[src/rtl/div_iter.sv]
// -----------------------------------------------------------------------------
// div_iter
//   Multi-cycle radix-2 restoring divider for DIV (signed) and DIVU (unsigned).
//   It sits in the EX stage next to the ALU. While a divide is pending it holds
//   the front of the pipeline with stall_req. The quotient goes to LO and the
//   remainder goes to HI, and both are handed to the EX/MEM latch with a
//   one-cycle write-enable pulse.
//
//   Operands are reduced to magnitudes. The unsigned quotient and remainder
//   are produced one bit per cycle. The result signs are fixed up when the
//   result is registered: the quotient follows the operand signs and the
//   remainder follows the dividend sign.
//
// Ports
//   clk           in   1           rising-edge clock
//   rst           in   1           synchronous reset, active-high
//   start         in   1           request a divide (sampled only in IDLE)
//   div_signed    in   1           1 = DIV (signed), 0 = DIVU
//   dividend      in   DATA_WIDTH  srcA, captured with start
//   divisor       in   DATA_WIDTH  srcB, captured with start
//   annul         in   1           pipeline flush; aborts an in-flight divide
//   stall_req     out  1           hold IF/ID/EX while a divide is pending
//   result_valid  out  1           one-cycle pulse; hi_out/lo_out are valid
//   we_hi         out  1           HI write enable (same as result_valid)
//   we_lo         out  1           LO write enable (same as result_valid)
//   hi_out        out  DATA_WIDTH  remainder, held until the next result
//   lo_out        out  DATA_WIDTH  quotient, held until the next result
// -----------------------------------------------------------------------------
module div_iter #(
    parameter int DATA_WIDTH = 32
) (
    input  logic                  clk,
    input  logic                  rst,
    input  logic                  start,
    input  logic                  div_signed,
    input  logic [DATA_WIDTH-1:0] dividend,
    input  logic [DATA_WIDTH-1:0] divisor,
    input  logic                  annul,
    output logic                  stall_req,
    output logic                  result_valid,
    output logic                  we_hi,
    output logic                  we_lo,
    output logic [DATA_WIDTH-1:0] hi_out,
    output logic [DATA_WIDTH-1:0] lo_out
);

    localparam int CNT_W = $clog2(DATA_WIDTH + 1);

    typedef enum logic [1:0] {
        IDLE = 2'd0,
        ZERO = 2'd1,
        BUSY = 2'd2,
        DONE = 2'd3
    } state_e;

    state_e                  state_q, state_d;
    logic [CNT_W-1:0]        cnt_q, cnt_d;
    logic [DATA_WIDTH-1:0]   acc_q, acc_d;      // partial remainder; raw dividend in ZERO
    logic [DATA_WIDTH-1:0]   quo_q, quo_d;      // dividend magnitude shifting into quotient
    logic [DATA_WIDTH-1:0]   dvs_q, dvs_d;      // divisor magnitude
    logic                    sign_q_q, sign_q_d;
    logic                    sign_r_q, sign_r_d;
    logic [DATA_WIDTH-1:0]   hi_q, hi_d;
    logic [DATA_WIDTH-1:0]   lo_q, lo_d;

    // Operand magnitudes, used only on the start cycle.
    logic [DATA_WIDTH-1:0]   dividend_mag;
    logic [DATA_WIDTH-1:0]   divisor_mag;
    logic                    dividend_neg;
    logic                    divisor_neg;

    // One restoring step.
    logic [DATA_WIDTH:0]     acc_sh;            // {acc, q} shifted left, upper half
    logic                    trial_ok;          // acc_sh - |divisor| >= 0
    logic [DATA_WIDTH-1:0]   acc_nxt;
    logic [DATA_WIDTH-1:0]   quo_nxt;

    assign dividend_neg = div_signed & dividend[DATA_WIDTH-1];
    assign divisor_neg  = div_signed & divisor[DATA_WIDTH-1];
    assign dividend_mag = dividend_neg ? (~dividend + 1'b1) : dividend;
    assign divisor_mag  = divisor_neg  ? (~divisor  + 1'b1) : divisor;

    // acc_sh needs one extra bit because the shifted remainder can reach
    // 2*|divisor|-1. When the trial subtraction succeeds, the difference is
    // below |divisor|, so the low DATA_WIDTH bits of the difference are exact.
    assign acc_sh   = {acc_q, quo_q[DATA_WIDTH-1]};
    assign trial_ok = (acc_sh >= {1'b0, dvs_q});
    assign acc_nxt  = trial_ok ? (acc_sh[DATA_WIDTH-1:0] - dvs_q) : acc_sh[DATA_WIDTH-1:0];
    assign quo_nxt  = {quo_q[DATA_WIDTH-2:0], trial_ok};

    // NOTE: every signal assigned in this block gets a default first, so no
    // path through the case can leave one unassigned and infer a latch.
    always_comb begin
        state_d      = state_q;
        cnt_d        = cnt_q;
        acc_d        = acc_q;
        quo_d        = quo_q;
        dvs_d        = dvs_q;
        sign_q_d     = sign_q_q;
        sign_r_d     = sign_r_q;
        hi_d         = hi_q;
        lo_d         = lo_q;
        stall_req    = 1'b0;
        result_valid = 1'b0;

        unique case (state_q)
            IDLE: begin
                // The stall is raised in the request cycle so that the
                // instruction stays in EX while the divider works.
                stall_req = start & ~annul;
                if (start && !annul) begin
                    if (divisor == '0) begin
                        acc_d   = dividend;     // raw dividend becomes HI
                        state_d = ZERO;
                    end else begin
                        acc_d    = '0;
                        quo_d    = dividend_mag;
                        dvs_d    = divisor_mag;
                        sign_q_d = div_signed & (dividend[DATA_WIDTH-1] ^ divisor[DATA_WIDTH-1]);
                        sign_r_d = div_signed & dividend[DATA_WIDTH-1];
                        cnt_d    = CNT_W'(DATA_WIDTH);
                        state_d  = BUSY;
                    end
                end
            end

            ZERO: begin
                stall_req = 1'b1;
                if (annul) begin
                    state_d = IDLE;
                end else begin
                    hi_d    = acc_q;
                    lo_d    = '1;
                    state_d = DONE;
                end
            end

            BUSY: begin
                stall_req = 1'b1;
                if (annul) begin
                    state_d = IDLE;
                end else begin
                    acc_d = acc_nxt;
                    quo_d = quo_nxt;
                    cnt_d = cnt_q - CNT_W'(1);
                    if (cnt_q == CNT_W'(1)) begin
                        // On the last iteration the signed result is taken
                        // straight from this step, so it is already
                        // registered when DONE asserts result_valid.
                        lo_d    = sign_q_q ? (~quo_nxt + 1'b1) : quo_nxt;
                        hi_d    = sign_r_q ? (~acc_nxt + 1'b1) : acc_nxt;
                        state_d = DONE;
                    end
                end
            end

            DONE: begin
                // annul is ignored here: the result is already committed.
                result_valid = 1'b1;
                state_d      = IDLE;
            end

            default: state_d = IDLE;
        endcase
    end

    // NOTE: state is updated with non-blocking assignments only. Reset is
    // synchronous and also clears the datapath registers, so nothing is left
    // from an aborted divide.
    always_ff @(posedge clk) begin
        if (rst) begin
            state_q  <= IDLE;
            cnt_q    <= '0;
            acc_q    <= '0;
            quo_q    <= '0;
            dvs_q    <= '0;
            sign_q_q <= 1'b0;
            sign_r_q <= 1'b0;
            hi_q     <= '0;
            lo_q     <= '0;
        end else begin
            state_q  <= state_d;
            cnt_q    <= cnt_d;
            acc_q    <= acc_d;
            quo_q    <= quo_d;
            dvs_q    <= dvs_d;
            sign_q_q <= sign_q_d;
            sign_r_q <= sign_r_d;
            hi_q     <= hi_d;
            lo_q     <= lo_d;
        end
    end

    assign we_hi  = result_valid;
    assign we_lo  = result_valid;
    assign hi_out = hi_q;
    assign lo_out = lo_q;

endmodule

[config.mk]
export PLATFORM = sky130hd
export DESIGN_NAME = div_iter
export DESIGN_NICKNAME = d
export VERILOG_FILES = /design/src/rtl/div_iter.sv
export SDC_FILE = /design/constraint.sdc
export NUM_CORES = 1
export LEC_CHECK = 0
export ABC_AREA = 1
export CAP_MARGIN = 20
export CORE_ASPECT_RATIO = 0.75
export CORE_UTILIZATION = 49
export CTS_BUF_LIST = sky130_fd_sc_hd__clkbuf_4 sky130_fd_sc_hd__clkbuf_8 sky130_fd_sc_hd__clkbuf_16
export DETAILED_ROUTE_END_ITERATION = 8
export PLACE_DENSITY = 0.7
export RECOVER_POWER = 50
export SLEW_MARGIN = 20
export SYNTH_ARGS = -nofsm -noshare
export SYNTH_HDL_FRONTEND = slang
export SYNTH_SLANG_ARGS = --single-unit
[constraint.sdc]
create_clock -name clk -period 7.9 [get_ports clk]
set_input_delay 2.37 -clock clk [delete_from_list [all_inputs] [get_ports clk]]
set_output_delay 2.37 -clock clk [all_outputs]
set_load 0.005 [all_outputs]
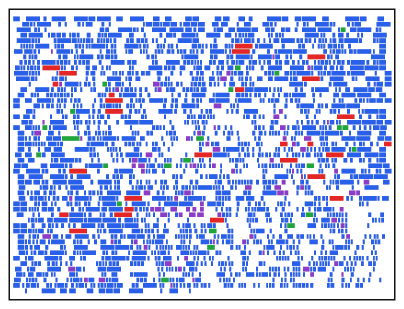
*Cells by drive strength*
Drawn at 2 px/um.
- x3 and x4: green (cells 23; share 1.0%; most used buf_4)
- x6 and larger: red (cells 27; share 1.2%; most used clkbuf_16)
- x2: purple (cells 88; share 3.9%; most used nand2_2)
- x1 and smaller: blue (cells 2133; share 94%; most used nand2_1)
cell area after layout: 15300 um2
minimum setup slack in the final design: 854 ps
number of non-clock buffers in the layout: 148
synthesis-to-finish area growth: 15.1%

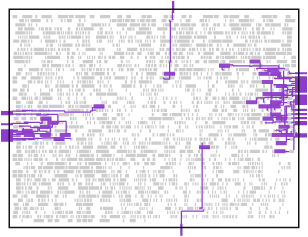
*Port wiring*
Drawn at 1.5 px/um.
- hi_out: purple (bits 32; direction output; edge 21 east, 9 west, 1 north, 1 south; end cells 32; buffers 32; wire 1020 um)
Top-Level Pins: 137
count of input and output buffers: 136

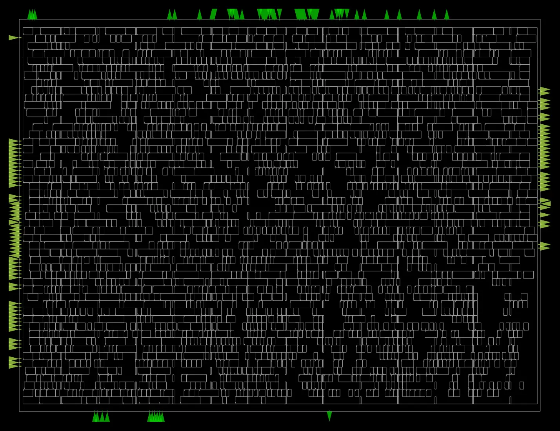
*Cell placement*
fraction of area in registers: 22.3%
count of standard-cell rows: 51
filler cell count in the final layout: 2668
Std-Cell Core Area: 26300 um2

[cell usage after synthesis (14+ instances only)]
cell type,count
nand2_1,556
nor3_1,33
a31oi_1,35
nand3_2,14
nand2_2,23
nand3_1,153
inv_2,15
a21oi_1,185
ha_1,42
nor2_1,189
o211ai_1,25
xor2_1,47
o21ai_0,174
nand4_1,21
inv_1,274
clkbuf_1,70
dfxtp_1,170
[routing by layer]
layer / vias to the layer above / global-route usage, % / share of wire [%]
li1: 7317 / - / -
met3: 73 / 10.5 / 13
met4: 0 / 6.88 / 1.7
met2: 802 / 48.1 / 38
met1: 6848 / 55.0 / 48
met5: - / 0 / 0
[state kept, by name (all words and copies together) (netlist names)]
name      count
acc_q        32
dvs_q        32
hi_out       32
lo_out       32
quo_q        32
cnt_q         6
state_q       2
sign_q_q      1
sign_r_q      1
[final cells by class]
class	count	area (um2)	share of cell area (%)
Sequential cell	170	3400	22.3
Multi-Input combinational cell	1629	8350	54.6
Tap cell	344	430	2.82
Clock inverter	12	90.1	0.590
Inverter	292	1100	7.18
Timing Repair Buffer	148	1440	9.44
Clock buffer	20	467	3.06
[report_power, final]
part	switching (uW)	leakage (uW)	internal, uW	total, uW
sequential	208	0.00139	1080	1290
combinational	3820	0.00526	1580	5400
clock	385	0.000275	431	816
total	4420	0.00692	3090	7500
[worst max path at each step]
stage                    start         to  slack [ps]  cells past startpoint
global route             annul  hi_out[3]         740                      8
finish                   annul  hi_out[3]         850                      8
CTS                      annul  stall_req        1700                      7
detailed placement  divisor[1]   cnt_q[4]        1420                     17
floorplan                annul  stall_req        2780                      5
global placement    divisor[1]   cnt_q[4]        1590                     17
[logic make-up (layout without fill, tap and decap cells)]
logic type | after synthesis | after routing | share of synthesized area [%]
XOR/XNOR | 57 | 57 | 3.76
AND/OR/NAND/NOR | 1046 | 1046 | 34.7
adder cells (fa/ha/maj) | 43 | 43 | 4.11
buffers and inverters | 389 | 472 | 11.6
AND-OR/OR-AND | 483 | 483 | 20.2
flip-flops | 170 | 170 | 25.6
[cells in the final DEF (no fill, tap or decap), drive strengths merged, types with 4 or more instances in the layout]
cell and n:
nand3 167, dfxtp 170, and2 5, o311ai 4
o22ai 5, a21oi 187, o211ai 25, xor2 47
or2 10, a31oi 35, a211oi 6, nand4 21
buf 10, inv 292, ha 42, xnor2 10
nor3 38, o21ai 189, clkinv 10, clkdlybuf4s50 67
clkbuf 23, nand2 581, nor4 11, nand3b 5
nor2 207, o31ai 13, dlygate4sd3 68, o21bai 4
o221ai 4
[per-stage QoR]
step / total power (uW) / utilization, %
finish: 7500 / 58.1
CTS: 7360 / 58.1
global route: 8140 / 58.1
detailed placement: 6520 / 56.0
global placement: 6490 / 56.0
floorplan: 5070 / -
[tightest hold or removal path, cell delays in order, from the launching register on]
cell and delay, ps:
dfxtp_1 310, nand2_1 60, a21oi_1 50
==> results.txt <==
Figures from the flow reports.

Setup path:
- For reference, the critical path cell chain is dlygate4sd3_1 -> nor4_1 -> clkbuf_1 -> inv_1 -> nand2_1 -> clkbuf_1 -> o311ai_0 -> a21oi_1.
- The worst register-to-register path begins at state_q[0].
- The worst setup path is captured at a register.
- The run gives the worst reg-to-reg setup slack as 1820 ps.

Placement:
- Once placement completed, the tool counted placed cells totaling 2582.

Yosys:
- The run puts the post-synthesis cell area at 13300 um2.
- The run gives the number of nets in the synthesized netlist as 2300.
- The run gives the flip-flop and latch count after synthesis as 170.
- The run gives the area share of the largest cell type after synthesis as 25.6%.
- The run puts the post-synth area from yosys stat at 13300 um2.

Final timing:
- The run puts the clock tree skew after final layout at 11.4 ps.
- The run puts the slew at the pin closest to its max-slew limit at 3170 ps.
- The run puts the total negative slack for setup checks at 0 ps.
- The run gives the number of max-slew violations in the final report as 117.
- The run gives the count of final setup violators as 0.
- The final critical path takes up 89.2% of the cycle.

CTS:
- TritonCTS built the clock tree.
- The run gives the number of setup buffers added after CTS as 0.
- The run gives the number of H-tree levels as 4.
- The run gives the largest buffer count on any clock path as 2.
- The run puts the TritonCTS sink count at 170.

Detailed routing:
- The run gives the length of the first detailed-routing pass in iterations as 6.
- The run puts the residual antenna-violating net count after detailed routing at 0.
- The wire length recorded after detailed routing is 49400 um.
- After detailed routing, the number of vias per cell comes to 5.75.
- The run gives the DRC violation count after routing as 0.

Run:
- The run gives the number of violations of the max-capacitance limit as 2.

Outcome:
- The final reports fail on capacitance limit, slew limit.
- The flow ran to the end, but the final reports show violations.

GRT:
- The run gives the wire length of the first global-routing pass as 74700 um.
- The run gives the number of global-route vias before repair as 13.0k.
- The run gives the largest net degree at the start of global routing as 100.

Cells and area:
- The run gives the number of cells in the finished layout apart from fillers as 2615.

Power:
- The run gives the total power divided by cell area as 491 nW/um2.
- The run gives the worst-case vdd ir drop as 0.000341 V.
Power is estimated from default activity; no workload was simulated.
